==> src/rtl/uart_pkg.sv <==
// Shared types and helpers for the UART transmit-side arbitration logic.
package uart_pkg;

  typedef enum logic [2:0] {
    StIdle      = 3'd0,
    StSend      = 3'd1,
    StWaitStart = 3'd2,
    StWaitDone  = 3'd3,
    StFinish    = 3'd4
  } state_e;

  // Bit 'pos' of the one-hot vector selected by 'idx'.
  function automatic logic onehot_bit(input logic [2:0] idx, input int unsigned pos);
    return (32'(idx) == pos);
  endfunction

endpackage

==> src/rtl/rr_pick.sv <==
// Combinational round-robin picker: first set request strictly after last_i, wrapping.
module rr_pick #(
  parameter int unsigned N = 4
) (
  input  logic [N-1:0]         req_i,
  input  logic [$clog2(N)-1:0] last_i,
  output logic                 valid_o,
  output logic [$clog2(N)-1:0] idx_o
);

  localparam int unsigned IW = $clog2(N);

  int unsigned cand;

  always_comb begin
    valid_o = 1'b0;
    idx_o   = '0;
    cand    = 0;
    for (int unsigned k = 1; k <= N; k++) begin
      cand = (32'(last_i) + k) % N;
      if (!valid_o && req_i[cand[IW-1:0]]) begin
        valid_o = 1'b1;
        idx_o   = cand[IW-1:0];
      end
    end
  end

endmodule

==> src/rtl/uart_tx_arbiter.sv <==
// Round-robin sharing of one uart_tx channel among N_REQ byte producers,
// with a watchdog on the send -> frame-start handshake.
module uart_tx_arbiter
  import uart_pkg::*;
#(
  parameter int unsigned N_REQ         = 4,
  parameter int unsigned START_TIMEOUT = 1024
) (
  input  logic                     clk,
  input  logic                     rst,
  input  logic [N_REQ-1:0]         req,
  input  logic [8*N_REQ-1:0]       req_data,
  output logic [N_REQ-1:0]         ack,
  output logic [N_REQ-1:0]         err,
  output logic [$clog2(N_REQ)-1:0] grant_id,
  output logic                     busy,
  input  logic                     ready_tx,
  output logic                     send,
  output logic [7:0]               data_o
);

  localparam int unsigned TO_W  = $clog2(START_TIMEOUT + 1);
  localparam int unsigned IDX_W = $clog2(N_REQ);

  state_e             state_q, state_d;
  logic [IDX_W-1:0]   grant_q, grant_d;
  logic [7:0]         data_q, data_d;
  logic [TO_W-1:0]    cnt_q, cnt_d;
  logic [N_REQ-1:0]   err_q, err_d;
  logic               ready_m_q, ready_s_q;
  logic [N_REQ-1:0]   grant_oh;
  logic               pick_valid;
  logic [IDX_W-1:0]   pick_idx;

  rr_pick #(
    .N (N_REQ)
  ) u_rr_pick (
    .req_i   (req),
    .last_i  (grant_q),
    .valid_o (pick_valid),
    .idx_o   (pick_idx)
  );

  always_ff @(posedge clk or posedge rst) begin
    if (rst) begin
      ready_m_q <= 1'b0;
      ready_s_q <= 1'b0;
      state_q   <= StIdle;
      grant_q   <= IDX_W'(N_REQ - 1);
      data_q    <= 8'h00;
      cnt_q     <= '0;
      err_q     <= '0;
    end else begin
      ready_m_q <= ready_tx;
      ready_s_q <= ready_m_q;
      state_q   <= state_d;
      grant_q   <= grant_d;
      data_q    <= data_d;
      cnt_q     <= cnt_d;
      err_q     <= err_d;
    end
  end

  always_comb begin
    for (int unsigned i = 0; i < N_REQ; i++) begin
      grant_oh[i] = onehot_bit(3'(grant_q), i);
    end
  end

  always_comb begin
    state_d = state_q;
    grant_d = grant_q;
    data_d  = data_q;
    cnt_d   = cnt_q;
    err_d   = '0;
    send    = 1'b0;
    ack     = '0;
    case (state_q)
      StIdle: begin
        // No grant while the transmitter is still busy with a previous frame.
        if (ready_s_q && pick_valid) begin
          grant_d = pick_idx;
          data_d  = req_data[{pick_idx, 3'b000} +: 8];
          state_d = StSend;
        end
      end
      StSend: begin
        send    = 1'b1;
        cnt_d   = '0;
        state_d = StWaitStart;
      end
      StWaitStart: begin
        cnt_d = cnt_q + TO_W'(1);
        // A frame start seen on the limit cycle takes priority over the timeout.
        if (!ready_s_q) begin
          state_d = StWaitDone;
        end else if (cnt_q == TO_W'(START_TIMEOUT - 1)) begin
          err_d   = grant_oh;
          state_d = StIdle;
        end else begin
          send = 1'b1;
        end
      end
      StWaitDone: begin
        if (ready_s_q) begin
          state_d = StFinish;
        end
      end
      StFinish: begin
        ack     = grant_oh;
        state_d = StIdle;
      end
      default: state_d = StIdle;
    endcase
  end

  assign err      = err_q;
  assign grant_id = grant_q;
  assign data_o   = data_q;
  assign busy     = (state_q != StIdle);

endmodule

==> config.mk <==
export PLATFORM = sky130hd
export DESIGN_NAME = uart_tx_arbiter
export DESIGN_NICKNAME = d
export VERILOG_FILES = /design/src/rtl/uart_pkg.sv /design/src/rtl/rr_pick.sv /design/src/rtl/uart_tx_arbiter.sv
export SDC_FILE = /design/constraint.sdc
export NUM_CORES = 1
export LEC_CHECK = 0
export CAP_MARGIN = 20
export CORE_AREA = 2 2 76 78
export CTS_CLUSTER_DIAMETER = 120
export DETAILED_ROUTE_END_ITERATION = 12
export DIE_AREA = 0 0 78 80
export GPL_ROUTABILITY_DRIVEN = 0
export PLACE_DENSITY = 0.77
export SLEW_MARGIN = 20
export SYNTH_ARGS = -nofsm -noshare
export SYNTH_HDL_FRONTEND = slang
export SYNTH_SLANG_ARGS = --single-unit
==> constraint.sdc <==
create_clock -name clk -period 2.7 [get_ports clk]
set_input_delay 0.405 -clock clk [delete_from_list [all_inputs] [get_ports clk]]
set_output_delay 0.405 -clock clk [all_outputs]
set_load 0.01 [all_outputs]
Run 1, metal 1:
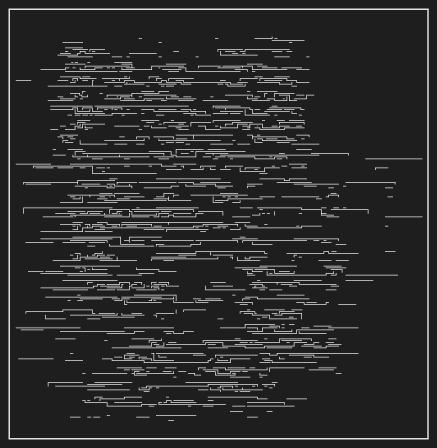
The layer carries 2,910 um of wire. The wires run mostly horizontal. 342 nets have wire on it. The longest straight run is 18.9 um.
via count: 2,459
routing usage on met1: 29.3%
final wirelength: 6340 um

Run 1, clock nets:
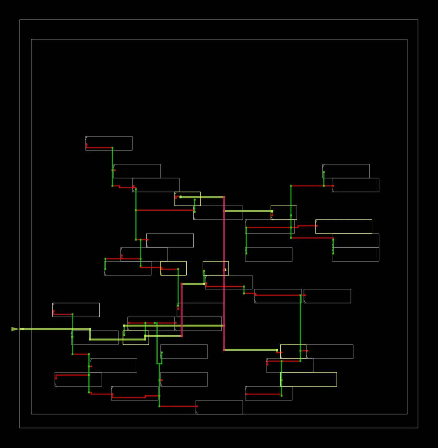
clock sinks: 30
Power Clock: 0.568 mW
flop count: 30
CLK BUF: 6

==> flow_summary.yaml, run 1 <==
# synthesis and place-and-route metrics
run_status:
  status: "finished clean"
clocking:
  cts-root-buf: "clkbuf_8"
  htree_levels: 2
  cts.clk_slew.worst_paths_ns: 0.07
  holdBufCountCts: 0
  cts_tree: "yes"
  cts_buffers: 5
  clock_latency_ns: 0.29
  clk_path_buf_depth: 2
flow_run:
  cap_viol_max_count: 0
  warnings: 30
pwr:
  pg_seq_mw: 0.700
  p_int_mw: 2.01
  power.clock.fraction_pct: 16.3
  irDropWorstVdd_uv: 577
  p_comb_mw: 2.22
  maxPowerGroup: "combinational cells"
  p_switching_mw: 1.47
  p_per_area_nw_per_um2: 1070
  seq_power_share_pct: 20.1
  comb_power_share_pct: 63.6
  p_leak_nw: 1.37
  power.total_mw: 3.49
  p_sw_share_pct: 42.3
setup_path:
  worstRegToRegCells: 8
  required_ns: 2.30
  crit_buf_inv: 1
  cp-end-kind: "output port"
  worstPathMaxFanout: 4
  crit_arrival_ns: 2.18
  startpoint_type: "flop"
  cpLargestDelayFamily: "simple AND/OR/NAND/NOR gates"
  r2r_end: "data_o[7]"
  regToRegSetupSlack_ns: 0.18
  r2r_start: "grant_id[0]"
timing:
  worstMarginPinSlew_ns: 0.612
  fin_skew_ns: 0.00901
  slew_headroom_pct: 59.0
  period_minus_slack_ns: 2.58
  maxSlewViolCount: 0
  setup_viol: 0
  holdWs_ns: 0.376
  finalSetupTns_ns: 0
  fmax_mhz: 387
  finalCritPeriodShare_pct: 95.7
layout:
  drive_gt1_share_pct: 13.2
  n_antenna_cell: 0
  fin_nets: 392
  most-common-layout-cells: "clkdlybuf4s50_1 (57), nor2_1 (28), dfrtp_1 (28)"
  lay_top_count: "clkdlybuf4s50_1"
  stdcell_count: 421
global_route:
  grt_max_degree: 31
  grt_pass1_wl_um: 11000
  grt_remaining_overflow: 0
  grt_use_total_pct: 21.4
  antenna_found_initial: 0
  grt_pass1_vias: 2323
yosys:
  netlist_instances: 285
  xor_area_share_pct: 0.738
  mux_share_pct: 8.60
  synth.avg_cell_area_um2: 8.32
  yosys_area_um2: 2370
  netlist_area_um2: 2370
  syn-num-nets: 329
  ys.flop_type: "dfrtp_1"
  aoi_share_pct: 29.6
  top_area_cell: "dfrtp_1"
  yosys-top-cells-count: "dfrtp_1 (28), nor2_1 (28), o21ai_0 (25), nand2_1 (17), clkbuf_1 (14)"
  yosys-stat-cells: 285
  ys_seq_share_pct: 31.8
  synth_cell_type_count: 52
  ys.flops: 30
  synth_warnings: 0
  top_cell_area_share_pct: 29.5
  ys_sh_adder_pct: 2.64
  async_reset_ff_share_pct: 100
  yosys-top-cells-area: "dfrtp_1 (30%), o21ai_0 (5.3%), nor2_1 (4.4%)"
detailed_routing:
  drt_iter0_drc: 222
  firstDrtPassIters: 5
  antenna_left: 0
  drc: 0
  vias_per_cell: 5.84
hold_path:
  hold_class: "flop to flop"
  min_path_cells: 0
die:
  fp_util_pct: 43.9
  io_pins: 59
  core_um2: 5410
  rows: 27
  die_h_um: 80
  die_width_um: 78
placed_design:
  placed_area_um2: 3120
  place_inst: 412
  io_buffers: 58
  place_hpwl_um: 4740
Run 1, cells by drive strength:
Scale bar: 20 um.
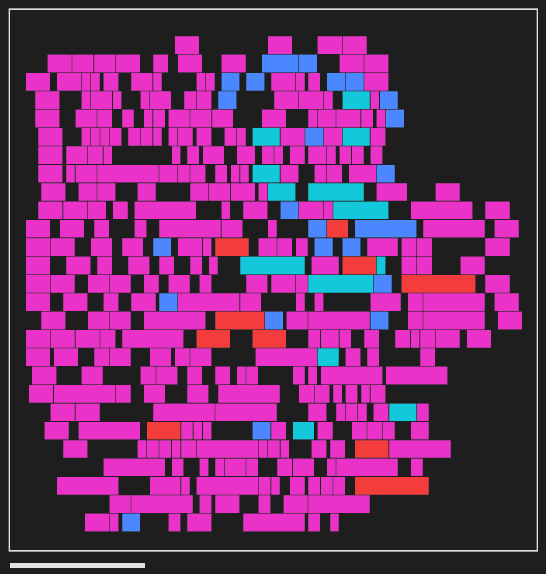
drive 2: shown in cyan, cells 13. drive 3 to 4: shown in blue, cells 23. drive 1 or less: shown in magenta, cells 303. drive 6 and up: shown in red, cells 10.
Final Instance Area: 3270 um2
PnR worst setup slack: 0.116 ns
area added between synthesis and finish: 37.9%

==> run 1: stage by stage <==
step	setup slack, ns	utilization, %
CTS	0.0725	60.3
floorplan	-0.0267	-
detailed placement	-0.0660	57.7
finish	0.116	60.5
global placement	-0.00442	57.7
global route	0.0285	60.5
==> run 1: how the worst max path moves through the flow <==
stage	startpoint	endpoint	slack (ns)	cells after the start
2_1_floorplan	grant_id[0]	data_o[7]	-0.03	11
3_5_place_dp	req[2]	data_o[7]	-0.07	7
3_3_place_gp	req[2]	data_o[3]	-0.004	7
4_1_cts	cnt_q[0]	send	0.07	7
5_1_grt	cnt_q[0]	send	0.03	7
6_report	cnt_q[0]	send	0.12	7
==> run 1: cell type report <==
type	instances	area [um2]
tap	72	90.1
sequential	30	753
clock buffer	6	82.6
multi-input combinational	219	1480
clock inverter	2	60.1
fill	481	2130
timing repair buffer	80	758
inverter	12	50.0
==> run 1: layer usage <==
layer | GRT usage [%] | part of all wire [%] | vias up
li1 | - | - | 1197
met2 | 34.9 | 46 | 103
met4 | 4.21 | 1.0 | 0
met3 | 4.75 | 7.0 | 9
met5 | 0 | 0 | -
met1 | 29.3 | 46 | 1150
==> run 1: worst register-to-register path, cell delays in order, from the launching register on <==
cell and delay (ns):
dfstp_2 0.58, inv_6 0.06, ha_4 0.34, mux4_2 0.37, a311o_1 0.34, a21bo_1 0.23, mux2i_1 0.18, nor3_1 0.07
a211o_1 0.23
==> run 1: flip-flops by register name (all words and copies together), names as in the netlist <==
| name | count |
|---|---|
| cnt_q | 11 |
| err | 4 |
| state_q | 3 |
| grant_id | 2 |
| ready_m_q | 1 |
| ready_s_q | 1 |
| data_o | 8 |
==> run 1: what timing repair did <==
action	4_1_cts	5_1_grt
buffers inserted	0	1
pin swaps	0	1
resized	1	3
setup endpoints to repair	1	9
==> run 2, diff against run 1 <==
--- a/config.mk
+++ b/config.mk
@@ -12,7 +12,7 @@
 export DIE_AREA = 0 0 78 80
 export GPL_ROUTABILITY_DRIVEN = 0
 export PLACE_DENSITY = 0.77
-export SLEW_MARGIN = 20
+export SLEW_MARGIN = 25
 export SYNTH_ARGS = -nofsm -noshare
 export SYNTH_HDL_FRONTEND = slang
 export SYNTH_SLANG_ARGS = --single-unit
Run 2, clock nets:
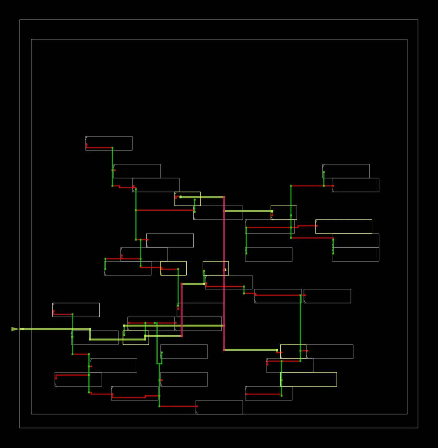
clock latency on the worst-skew pair: 0.29 ns
final setup skew: 0.00901 ns
CTS Buf Count: 5

==> flow_summary.yaml, run 2 <==
# synthesis and place-and-route metrics
timing:
  postLayoutSetupSlackWorst_ns: 0.116
  finalCritPeriodShare_pct: 95.7
  holdWs_ns: 0.376
  fmax_mhz: 387
  period_minus_slack_ns: 2.58
die:
  die_width_um: 78
  io_pins: 59
  core_um2: 5410
  rows: 27
setup_path:
  critical_path_depth: 7
  cpLargestDelayFamily: "simple AND/OR/NAND/NOR gates"
  crit_buf_inv: 1
  r2r_end: "data_o[7]"
  regToRegSetupSlack_ns: 0.18
  cp-end-kind: "output port"
  startpoint_type: "flop"
  required_ns: 2.30
  r2r_start: "grant_id[0]"
  worstRegToRegCells: 8
  critPathLaunch: "cnt_q[0]"
  crit_end: "send"
  worstPathMaxFanout: 4
yosys:
  yosys-stat-cells: 285
  ys.flop_type: "dfrtp_1"
  yosys-top-cells-area: "dfrtp_1 (30%), o21ai_0 (5.3%), nor2_1 (4.4%)"
  top_area_cell: "dfrtp_1"
  synth_warnings: 0
  ys.flops: 30
  ys_seq_share_pct: 31.8
  netlist_instances: 285
  yosys-top-cells-count: "dfrtp_1 (28), nor2_1 (28), o21ai_0 (25), nand2_1 (17), clkbuf_1 (14)"
  synth.avg_cell_area_um2: 8.32
placed_design:
  placement.setup.worst_slack_ns: -0.0660
  io_buffers: 58
  place_hpwl_um: 4740
global_route:
  grt_remaining_overflow: 0
  grt_use_total_pct: 21.4
  grt_max_degree: 31
  grt_pass1_wl_um: 11000
clocking:
  cts_sinks: 30
  htree_levels: 2
  cts.clk_slew.worst_paths_ns: 0.07
  cts-root-buf: "clkbuf_8"
  clk_path_buf_depth: 2
layout:
  largest_reg_flops: 11
  fin_nets: 392
  n_antenna_cell: 0
  top_register: "cnt_q"
  most-common-layout-cells: "clkdlybuf4s50_1 (57), nor2_1 (28), dfrtp_1 (28)"
  drive_gt1_share_pct: 13.2
  syn2layout_area_growth_pct: 37.9
detailed_routing:
  drt_iter0_drc: 222
  routed_wl_um: 6340
  drc: 0
  antenna_left: 0
  vias_per_cell: 5.84
  firstDrtPassIters: 5
flow_run:
  warnings: 30
  cap_viol_max_count: 0
pwr:
  power.total_mw: 3.49
  seq_power_share_pct: 20.1
  p_int_mw: 2.01
  p_switching_mw: 1.47
  p_leak_nw: 1.37
  irDropWorstVdd_uv: 577
  p_per_area_nw_per_um2: 1070
hold_path:
  min_path_cells: 0
run_status:
  status: "finished clean"
[run 2: cell counts after synthesis]
Identical to the previous run, type by type.
[run 2: per-layer routing]
layer	track usage [%]	part of all wire (%)	vias to the layer above
met3	4.75	7.0	9
li1	-	-	1197
met5	0	0	-
met1	29.3	46	1150
met4	4.21	1.0	0
met2	34.9	46	103
[run 2: kinds of logic (layout without fill, tap and decap cells)]
logic type / count (synthesis) / count (layout) / share of synthesized area [%]
AND-OR/OR-AND: 101 / 101 / 29.6
XOR/XNOR: 2 / 2 / 0.739
adder cells (fa/ha/maj): 5 / 5 / 2.64
buffers and inverters: 36 / 100 / 6.80
flip-flops: 30 / 30 / 31.8
multiplexers: 17 / 17 / 8.60
AND/OR/NAND/NOR: 94 / 94 / 19.9
[run 2: timing repair]
item	4_1_cts	5_1_grt
setup endpoints to repair	1	9
pin swaps	0	1
gates resized	1	3
buffers inserted	0	1
[run 2: layout make-up]
| class | instances | area [um2] |
|---|---|---|
| clock inverters | 2 | 60.1 |
| inverters | 12 | 50.0 |
| fillers | 481 | 2130 |
| flip-flops and latches | 30 | 753 |
| well taps | 72 | 90.1 |
| multi-input cells | 219 | 1480 |
| clock buffers | 6 | 82.6 |
| repair buffers | 80 | 758 |
[run 2: power by group through the flow]
stage               Combinational, mW  Clock [mW]  Sequential [mW]
finish                           2.22       0.568            0.700
global route                     2.44       0.606            0.715
CTS                              2.18       0.578            0.706
detailed placement               2.17           0            0.709
global placement                 2.14           0            0.710
floorplan                        1.58           0            0.698
[run 2: per-stage QoR]
step | utilization, % | TNS (ns)
2_1_floorplan | - | -0.0267
3_3_place_gp | 57.7 | -0.00513
3_5_place_dp | 57.7 | -0.423
4_1_cts | 60.3 | 0
5_1_grt | 60.5 | 0
6_report | 60.5 | 0
Power is estimated from default activity; no workload was simulated.
